[config.mk]
export PLATFORM = sky130hd
export DESIGN_NAME = char_stream_buffer
export DESIGN_NICKNAME = d
export VERILOG_FILES = /design/src/rtl/char_stream_buffer.sv
export SDC_FILE = /design/constraint.sdc
export NUM_CORES = 1
export LEC_CHECK = 0
export ABC_AREA = 0
export CORE_AREA = 2 2 143 145
export CTS_CLUSTER_SIZE = 20
export DETAILED_ROUTE_END_ITERATION = 16
export DIE_AREA = 0 0 145 147
export SETUP_SLACK_MARGIN = 0.15
export SLEW_MARGIN = 30
export SYNTH_ARGS = -nofsm -noshare
export SYNTH_HDL_FRONTEND = slang
export SYNTH_SLANG_ARGS = --single-unit
[constraint.sdc]
create_clock -name clock -period 6.75 [get_ports clock]
set_clock_uncertainty 0.2 [all_clocks]
set_input_delay 1.35 -clock clock [delete_from_list [all_inputs] [get_ports clock]]
set_output_delay 1.35 -clock clock [all_outputs]
set_load 0.1 [all_outputs]
[src/rtl/char_stream_buffer.sv]
// Character FIFO between an upstream reader and a parser, with back-pressure and end-of-stream flag.
// Optional whitespace collapsing is enabled by defining CHAR_STREAM_BUFFER_WS_COLLAPSE_EN.
module char_stream_buffer #(
  parameter int unsigned CHAR_W = 8,
  parameter int unsigned DEPTH  = 16
) (
  input  logic                     clock,
  input  logic                     resetn,
  input  logic [CHAR_W-1:0]        char,
  input  logic                     has_finished_connection,
  output logic                     pause_connection,
  output logic [CHAR_W-1:0]        out_char,
  output logic                     out_valid,
  input  logic                     out_ready,
  output logic                     stream_done,
  output logic [$clog2(DEPTH):0]   count
);

  localparam int unsigned AW = $clog2(DEPTH);
  localparam int unsigned CW = AW + 1;

  logic [CHAR_W-1:0] mem_q [DEPTH];
  logic [AW-1:0]     wr_ptr_q, wr_ptr_d;
  logic [AW-1:0]     rd_ptr_q, rd_ptr_d;
  logic [CW-1:0]     count_q, count_d;
  logic              pause_q, pause_d;
  logic              done_q, done_d;
  logic              accept;
  logic              wr_en;
  logic              rd_en;
  logic [CHAR_W-1:0] wr_data;

  // Reader and buffer both see the registered pause, so an offered char is never lost.
  assign accept = !has_finished_connection && !pause_q;
  assign rd_en  = (count_q != '0) && out_ready;

`ifdef CHAR_STREAM_BUFFER_WS_COLLAPSE_EN
  typedef enum logic {TEXT, IN_WS} ws_state_t;

  ws_state_t ws_state_q, ws_state_d;
  logic      is_ws;

  assign is_ws = (char == CHAR_W'(8'h20)) || (char == CHAR_W'(8'h09)) ||
                 (char == CHAR_W'(8'h0A)) || (char == CHAR_W'(8'h0D));

  always_ff @(posedge clock) begin
    if (!resetn) ws_state_q <= TEXT;
    else         ws_state_q <= ws_state_d;
  end

  // A whitespace run writes a single space; later whitespace is consumed silently.
  always_comb begin
    ws_state_d = ws_state_q;
    wr_en      = 1'b0;
    wr_data    = char;
    if (accept) begin
      if (is_ws) begin
        ws_state_d = IN_WS;
        if (ws_state_q == TEXT) begin
          wr_en   = 1'b1;
          wr_data = CHAR_W'(8'h20);
        end
      end else begin
        ws_state_d = TEXT;
        wr_en      = 1'b1;
      end
    end
  end
`else
  always_comb begin
    wr_en   = accept;
    wr_data = char;
  end
`endif

  always_comb begin
    wr_ptr_d = wr_ptr_q;
    rd_ptr_d = rd_ptr_q;
    count_d  = count_q;
    if (wr_en) wr_ptr_d = wr_ptr_q + AW'(1);
    if (rd_en) rd_ptr_d = rd_ptr_q + AW'(1);
    count_d  = count_q + CW'(wr_en) - CW'(rd_en);
    pause_d  = (count_d == CW'(DEPTH));
    // The filter never holds a char back, so only occupancy gates completion.
    done_d   = has_finished_connection && (count_d == '0);
  end

  always_ff @(posedge clock) begin
    if (!resetn) begin
      wr_ptr_q <= '0;
      rd_ptr_q <= '0;
      count_q  <= '0;
      pause_q  <= 1'b0;
      done_q   <= 1'b0;
    end else begin
      wr_ptr_q <= wr_ptr_d;
      rd_ptr_q <= rd_ptr_d;
      count_q  <= count_d;
      pause_q  <= pause_d;
      done_q   <= done_d;
    end
  end

  // Storage is deliberately left out of reset.
  always_ff @(posedge clock) begin
    if (wr_en) mem_q[wr_ptr_q] <= wr_data;
  end

  assign out_char         = mem_q[rd_ptr_q];
  assign out_valid        = (count_q != '0);
  assign count            = count_q;
  assign pause_connection = pause_q;
  assign stream_done      = done_q;

endmodule

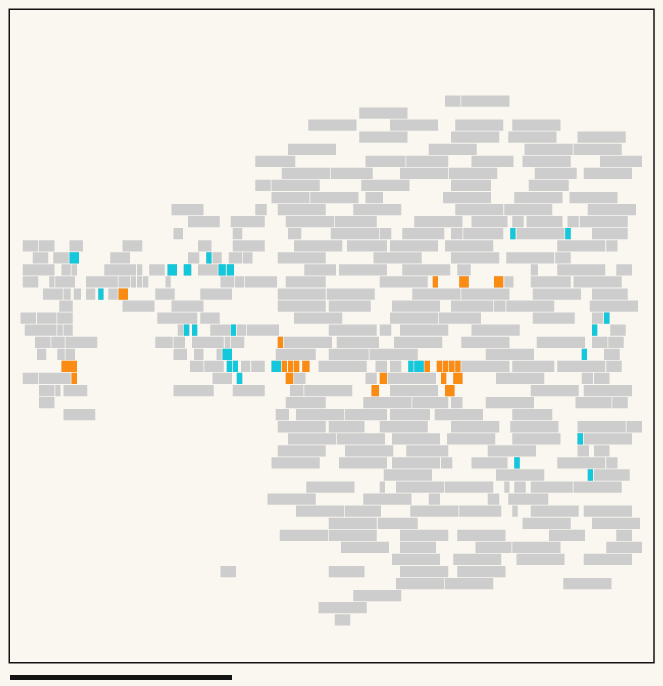
Run 1: selected gate families
Bar = 50 µm.
[cyan] NAND gates | cells: 25
[orange] NOR gates | cells: 22
dominant logic cell type in the layout: edfxtp_1
fin cells: 632
combinational share of cell area: 21.52%

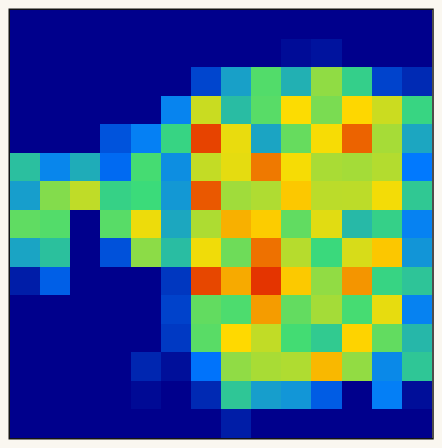
Run 1: cell density map
14 x 15 tiles, from dark blue (low) to red (high), 0 to 100% covered.
nearly empty tiles: 37%
fullest tile: 94%
tiles over 75% full: 9.0%
densest ninth of the die: center
core utilization at floorplan: 29.52%
Core Box Area: 0.01984 mm²
final design utilization: 35.45%

==> flow_summary.json, run 1 <==
{
  "status": "completed",
  "p_seq_mw": 1.13,
  "drt_pass1_iterations": 5,
  "largest_register_ff_count": 128,
  "inverters": 12,
  "logic_area_mm2": 0.001514,
  "cap_violations": 0,
  "reg2reg_to": "stream_done$_SDFF_PN0_",
  "num_rows": 52,
  "dpl.cell_count": 599,
  "avgSynthCellArea_um2": 18.78,
  "design_area_mm2": 0.007034,
  "grt_max_degree": 33,
  "hold_viol_final": 0,
  "num-fill-cells": 1843,
  "gp_congestion": 0.7013,
  "timing.hold.ws_ps": 325.7,
  "seq_share_pct": 60.12,
  "postCtsHoldBufs": 0,
  "crit_path_end": "out_char[1]",
  "post-dp-hpwl_um": 7186,
  "top_layer_used": "met4",
  "xor_area_share_pct": 1.346,
  "cp-start-kind": "register",
  "wl_met2_um": 5311,
  "r2r_start": "count[3]$_SDFF_PN0_",
  "synth_top_cell_by_area": "edfxtp_1",
  "topCellsByArea": "edfxtp_1 66%, mux4_1 7.6%, dfxtp_1 6.5%, mux4_2 5.8%, ha_1 2.3%",
  "buffers": 31,
  "hold_depth": 2
}
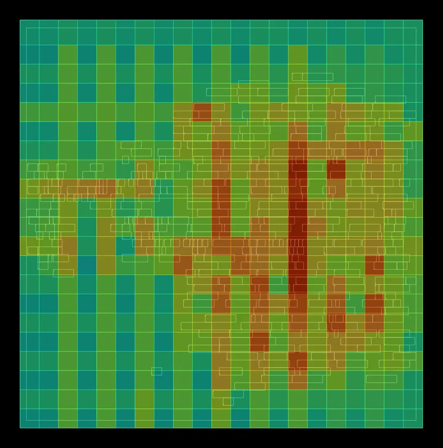
Run 1: track usage over the die
met1 Use GR: 14.54%
GR Util All Layers: 11.45%
met2 usage: 17.81%
grt met3 use: 3.851%

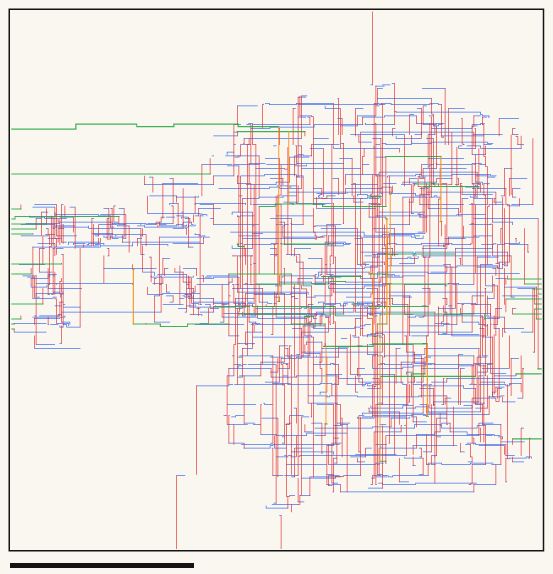
Run 1: signal wires by layer
Bar = 50 µm.
[orange] met4 | wire length: 259 µm
[green] met3 | wire length: 679 µm
[red] met2 | wire length: 5310 µm
[blue] met1 | wire length: 4950 µm
Total Routed Length: 11200 µm
via count: 2893

--- run 2 (diff from run 1) ---
clock period = 4.8 ns   (was 6.75 ns; I/O delays follow)
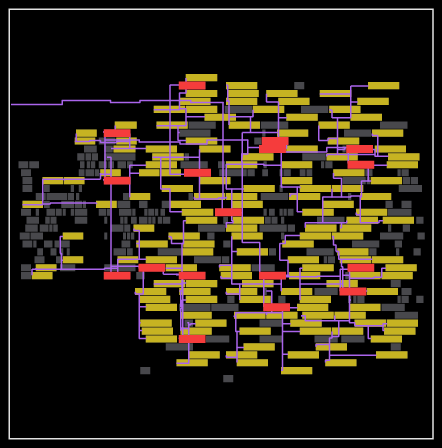
Run 2: routed clock nets over the placement
[purple] clock wires | length: 1670 µm
[red] cells driving clock nets | count: 17
[yellow] flip-flops | count: 147
routed clock nets: 18
Clock Latency Late Sink: 410 ps
total clock network power: 1.34 mW
Clk pwr share: 32.6%

==> run 2 against run 1 <==
Net effect:
- sequential cell count unchanged
- via count fell by 0.21%
- power rose by 40%
- largest cell class unchanged
- global-route usage fell by 0.082 points
- worst setup slack lost 1000 ps
- area after synthesis unchanged
- die size unchanged
- critical path depth up 1
==> flow_summary.json, run 2 <==
{
  "avgSynthCellArea_um2": 18.78,
  "hold_depth": 2,
  "dpl.cell_count": 600,
  "mux_area_share_pct": 13.39,
  "grtUsageMet3_pct": 3.354,
  "drt_pass1_iterations": 4,
  "fp_util_pct": 29.52,
  "p_sw_mw": 1.370,
  "grt_max_degree": 33,
  "seq_share_pct": 60.24,
  "cp-start-kind": "register",
  "use_met2_pct": 17.36,
  "inverters": 12,
  "gp_congestion": 0.7177,
  "reg2reg_to": "stream_done$_SDFF_PN0_",
  "synth_top_cell_by_area": "edfxtp_1",
  "grt_util_all_layers_pct": 11.37,
  "cap_violations": 0,
  "p_seq_mw": 1.56,
  "post-dp-hpwl_um": 7183,
  "wl_met2_um": 5255,
  "postCtsHoldBufs": 0,
  "fin_cells": 632,
  "logic_area_mm2": 0.001516,
  "seq_cell_count": 147,
  "timing.hold.ws_ps": 318.0,
  "rsz0062_at_grt": "false",
  "comb_share_pct": 21.61,
  "r2r_start": "count[3]$_SDFF_PN0_",
  "status": "completed",
  "hold_viol_final": 0,
  "largest_register_ff_count": 128,
  "largest_class": "sequential cells",
  "num-fill-cells": 1866,
  "p_seq_share_pct": 37.9,
  "crit_path_end": "out_char[1]",
  "drt_wl_total_um": 11210,
  "buffers": 32,
  "lay_top_count": "edfxtp_1",
  "num_vias": 2887,
  "gr-usage-met1_pct": 15.38,
  "top_layer_used": "met4",
  "xor_area_share_pct": 1.346
}
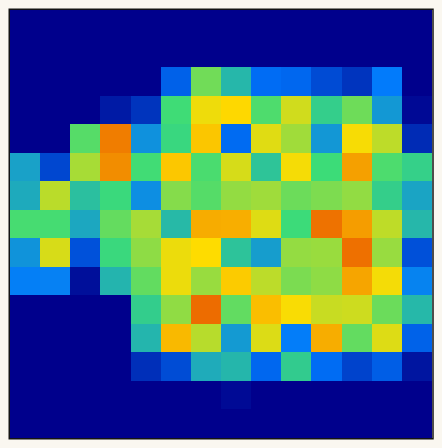
Run 2: cell density map
14 x 15 tiles, from dark blue (low) to red (high), 0 to 100% covered.
mean over tiles: 31%
fullest tile: 88%
emptiest ninth of the die: south-west
tiles over 75% full: 8.1%
nearly empty tiles: 38%
final design utilization: 35.36%

Power and IR drop assume default switching activity.
